File: src/rtl/fetch_unit.sv
// Instruction fetch front end: credit-limited memory requests, in-order response FIFO,
// valid/ready delivery to decode, and redirect flush with stale-response dropping.
module fetch_unit #(
  parameter int              XLEN     = 32,
  parameter logic [XLEN-1:0] RESET_PC = 32'h0000_0000,
  parameter int              DEPTH    = 4
) (
  input  logic            clk_in,
  input  logic            rst_n_in,
  output logic            mem_req_valid_out,
  input  logic            mem_req_ready_in,
  output logic [XLEN-1:0] mem_req_addr_out,
  input  logic            mem_rsp_valid_in,
  input  logic [31:0]     mem_rsp_data_in,
  output logic            instr_valid_out,
  input  logic            instr_ready_in,
  output logic [31:0]     instr_out,
  output logic [XLEN-1:0] pc_out,
  input  logic            redirect_valid_in,
  input  logic [XLEN-1:0] redirect_pc_in
);

  localparam int              PW         = $clog2(DEPTH);
  localparam int              CW         = PW + 1;
  localparam logic [CW:0]     DEPTH_W    = (CW+1)'(DEPTH);
  localparam logic [CW-1:0]   CNT_ZERO   = {CW{1'b0}};
  localparam logic [CW-1:0]   CNT_ONE    = CW'(1'b1);
  localparam logic [PW-1:0]   PTR_ZERO   = {PW{1'b0}};
  localparam logic [PW-1:0]   PTR_ONE    = PW'(1'b1);
  localparam logic [XLEN-1:0] PC_STEP    = XLEN'(32'd4);
  localparam logic [XLEN-1:0] ALIGN_MASK = ~(XLEN'(2'b11));

  logic            run_q;
  logic [XLEN-1:0] fetch_pc_q, fetch_pc_d;
  logic [XLEN-1:0] push_pc_q, push_pc_d;
  logic [CW-1:0]   count_q, count_d;
  logic [CW-1:0]   out_q, out_d;
  logic [CW-1:0]   drop_q, drop_d;
  logic [PW-1:0]   wr_ptr_q, wr_ptr_d;
  logic [PW-1:0]   rd_ptr_q, rd_ptr_d;
  logic [31:0]     data_q [DEPTH];
  logic [XLEN-1:0] pcs_q  [DEPTH];

  logic [CW:0]     inflight_s;
  logic            req_fire_s, rsp_s, push_s, pop_s;
  logic [CW-1:0]   req_inc_s, rsp_dec_s, push_inc_s, pop_dec_s;
  logic [XLEN-1:0] target_s;

  // Handshake qualifiers and outputs; run_q holds requests off until the cycle after reset.
  always_comb begin
    inflight_s        = {1'b0, count_q} + {1'b0, out_q};
    mem_req_valid_out = run_q && (inflight_s < DEPTH_W) && !redirect_valid_in;
    mem_req_addr_out  = fetch_pc_q;
    instr_valid_out   = (count_q != CNT_ZERO) && !redirect_valid_in;
    instr_out         = data_q[rd_ptr_q];
    pc_out            = pcs_q[rd_ptr_q];
    req_fire_s        = mem_req_valid_out && mem_req_ready_in;
    rsp_s             = mem_rsp_valid_in && (out_q != CNT_ZERO);
    push_s            = rsp_s && (drop_q == CNT_ZERO) && !redirect_valid_in;
    pop_s             = instr_valid_out && instr_ready_in;
    req_inc_s         = req_fire_s ? CNT_ONE : CNT_ZERO;
    rsp_dec_s         = rsp_s ? CNT_ONE : CNT_ZERO;
    push_inc_s        = push_s ? CNT_ONE : CNT_ZERO;
    pop_dec_s         = pop_s ? CNT_ONE : CNT_ZERO;
    target_s          = redirect_pc_in & ALIGN_MASK;
  end

  // Next-state: a redirect wins over requests, pushes and pops in the same cycle.
  always_comb begin
    fetch_pc_d = fetch_pc_q;
    push_pc_d  = push_pc_q;
    count_d    = count_q;
    out_d      = out_q;
    drop_d     = drop_q;
    wr_ptr_d   = wr_ptr_q;
    rd_ptr_d   = rd_ptr_q;
    if (redirect_valid_in) begin
      fetch_pc_d = target_s;
      push_pc_d  = target_s;
      count_d    = CNT_ZERO;
      wr_ptr_d   = PTR_ZERO;
      rd_ptr_d   = PTR_ZERO;
      out_d      = out_q - rsp_dec_s;
      drop_d     = out_q - rsp_dec_s;
    end else begin
      if (req_fire_s) begin
        fetch_pc_d = fetch_pc_q + PC_STEP;
      end else begin
        fetch_pc_d = fetch_pc_q;
      end
      out_d = out_q + req_inc_s - rsp_dec_s;
      if (rsp_s && (drop_q != CNT_ZERO)) begin
        drop_d = drop_q - CNT_ONE;
      end else begin
        drop_d = drop_q;
      end
      if (push_s) begin
        wr_ptr_d  = wr_ptr_q + PTR_ONE;
        push_pc_d = push_pc_q + PC_STEP;
      end else begin
        wr_ptr_d  = wr_ptr_q;
        push_pc_d = push_pc_q;
      end
      if (pop_s) begin
        rd_ptr_d = rd_ptr_q + PTR_ONE;
      end else begin
        rd_ptr_d = rd_ptr_q;
      end
      count_d = count_q + push_inc_s - pop_dec_s;
    end
  end

  // Control state registers.
  always_ff @(posedge clk_in or negedge rst_n_in) begin
    if (!rst_n_in) begin
      run_q      <= 1'b0;
      fetch_pc_q <= RESET_PC;
      push_pc_q  <= RESET_PC;
      count_q    <= CNT_ZERO;
      out_q      <= CNT_ZERO;
      drop_q     <= CNT_ZERO;
      wr_ptr_q   <= PTR_ZERO;
      rd_ptr_q   <= PTR_ZERO;
    end else begin
      run_q      <= 1'b1;
      fetch_pc_q <= fetch_pc_d;
      push_pc_q  <= push_pc_d;
      count_q    <= count_d;
      out_q      <= out_d;
      drop_q     <= drop_d;
      wr_ptr_q   <= wr_ptr_d;
      rd_ptr_q   <= rd_ptr_d;
    end
  end

  // FIFO storage; reset so the empty head reads as instr 0 at RESET_PC.
  always_ff @(posedge clk_in or negedge rst_n_in) begin
    if (!rst_n_in) begin
      for (int i = 0; i < DEPTH; i++) begin
        data_q[i] <= 32'h0000_0000;
        pcs_q[i]  <= RESET_PC;
      end
    end else if (push_s) begin
      data_q[wr_ptr_q] <= mem_rsp_data_in;
      pcs_q[wr_ptr_q]  <= push_pc_q;
    end else begin
      data_q[wr_ptr_q] <= data_q[wr_ptr_q];
      pcs_q[wr_ptr_q]  <= pcs_q[wr_ptr_q];
    end
  end

endmodule

File: config.mk
export PLATFORM = sky130hd
export DESIGN_NAME = fetch_unit
export DESIGN_NICKNAME = d
export VERILOG_FILES = /design/src/rtl/fetch_unit.sv
export SDC_FILE = /design/constraint.sdc
export NUM_CORES = 1
export LEC_CHECK = 0
export CELL_PAD_IN_SITES_DETAIL_PLACEMENT = 2
export CELL_PAD_IN_SITES_GLOBAL_PLACEMENT = 2
export CORE_MARGIN = 5
export CORE_UTILIZATION = 41
export DETAILED_ROUTE_END_ITERATION = 6
export PLACE_DENSITY_LB_ADDON = 0.05
export SYNTH_ARGS = -nofsm -noshare
export SYNTH_HDL_FRONTEND = slang
export SYNTH_SLANG_ARGS = --single-unit
export TNS_END_PERCENT = 1
File: constraint.sdc
create_clock -name clk_in -period 6.1 [get_ports clk_in]
set_input_delay 1.22 -clock clk_in [delete_from_list [all_inputs] [get_ports clk_in]]
set_output_delay 1.22 -clock clk_in [all_outputs]
set_load 0.05 [all_outputs]
==> summary.txt <==
status: complete, no violations
CTS tree: built
Pint: 5.70 mW
static leakage: 7.64 nW
worst r2r src: out_q[2]
Filler cells: 4068
post-DR wirelength/cell: 24.1 um
via count: 12706
Worst Setup SP: rd_ptr_q[0]
Root Buffer: clkbuf_16
post-route insts no fill: 2163
VDD IR-drop max: 0.255 mV
Worst EP arrival: 3220 ps
Logic family by area: multiplexers
pre-CTS WS: 1640 ps
largest net degree at the start of global routing: 105
Clk Latency, worst-skew pair: 550 ps
final setup vio count: 0
hold path start: pcs_q[96]
part of the cycle the worst path needs: 0.728
total track usage: 0.233
Slew Limit Fails: 0
Final ANT Viol Nets: 0
Comb pwr share: 0.396
kind of critical path: register to primary output
Total Neg Setup Slack: 0 ps
Ant. Diodes: 0
Commonest flop: dfrtp_1
Seq group: 3.21 mW
final core utilization: 0.498
crit-path cells: buf_12 -> mux4_2 -> clkdlybuf4s50_1
-- synth_stat cells, drive strengths merged (15+ instances only) --
master  number  share of area
dfrtp      330           0.49
nor2       274          0.061
a21oi      259          0.077
mux4       128           0.17
clkbuf      82          0.018
mux2i       65          0.039
nand2       51          0.012
o21ai       32         0.0095
nand3       30         0.0097
buf         29         0.0092
xor2        28          0.015
nand4       24         0.0098
mux2        17          0.011
ha          16          0.012
inv         16         0.0036
xnor2       15         0.0078
-- flip-flops by register name (all words and copies together) (netlist names) --
register / flops
wr_ptr_q: 2
data_q: 128
run_q: 1
pcs_q: 128
push_pc_q: 30
out_q: 3
drop_q: 3
mem_req_addr_out: 30
count_q: 3
rd_ptr_q: 2
-- cell type report --
type / count / area (um^2) / area share
multi-input cells: 1032 / 8120 / 0.400
clock buffers: 59 / 1220 / 0.0604
repair buffers: 182 / 1800 / 0.0887
clock inverters: 12 / 138 / 0.00679
flip-flops and latches: 330 / 8270 / 0.408
inverters: 16 / 60.1 / 0.00296
well taps: 532 / 666 / 0.0328
-- logic make-up (layout without fill, tap and decap cells) --
family | count (synthesis) | in the layout
compound gates | 325 | 325
xor+xnor | 43 | 43
fa+ha+maj | 18 | 18
buf+inv | 127 | 269
flops | 330 | 330
mux | 210 | 210
other cells | 2 | 3
simple gates | 433 | 433
-- per-layer routing --
layer  global-route usage  vias up  wire length (um)
li1                     -     5636                 -
met1                0.312     6788             22800
met2                0.404      223             26500
met3               0.0381       59              1970
met4               0.0468        0               939
met5                    0        -                 0
-- stage by stage --
step / hold WS (ps) / area (um^2)
2_1_floorplan: 492 / 16800
3_3_place_gp: 504 / 18900
3_5_place_dp: 515 / 18900
4_1_cts: 529 / 20300
5_1_grt: 554 / 20300
6_report: 530 / 20300
m1.png
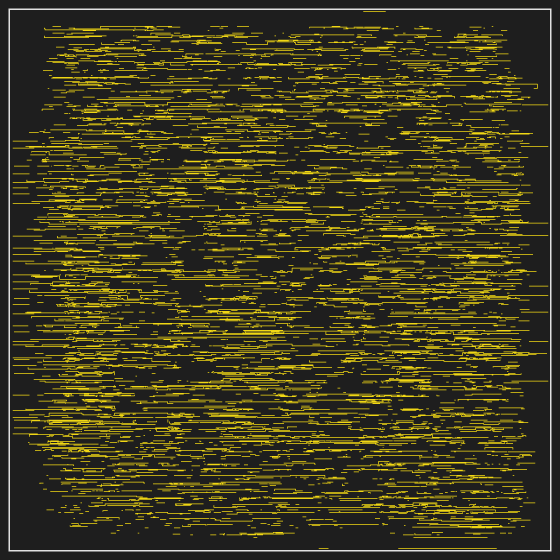
nets with wire on the layer	1559
main direction	horizontal

route_heat.png
Bar = 50 um. The die is cut into 21 by 21 equal tiles; dark blue is low, red is high, scaled to the fullest tile. Values are wire area over tile area, all layers added.
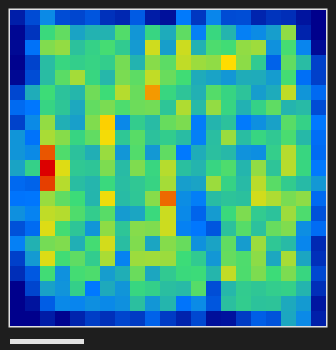
tiles over half the peak	31%
fullest tile	0.44
mean over tiles	0.18
nearly empty tiles	2.5%

m3.png
Bar = 50 um.
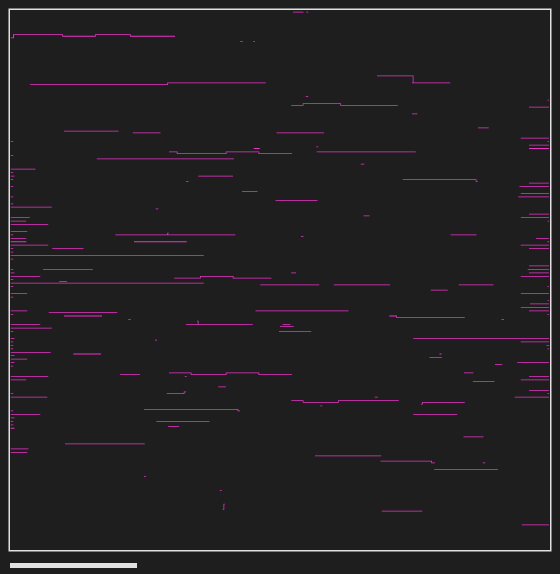
main direction	horizontal
longest straight run	75.7 um
share of all routed wire	3.8%
wire length on this layer	1970 um

Power figures rest on the tool's default switching activity, not on a simulated workload.
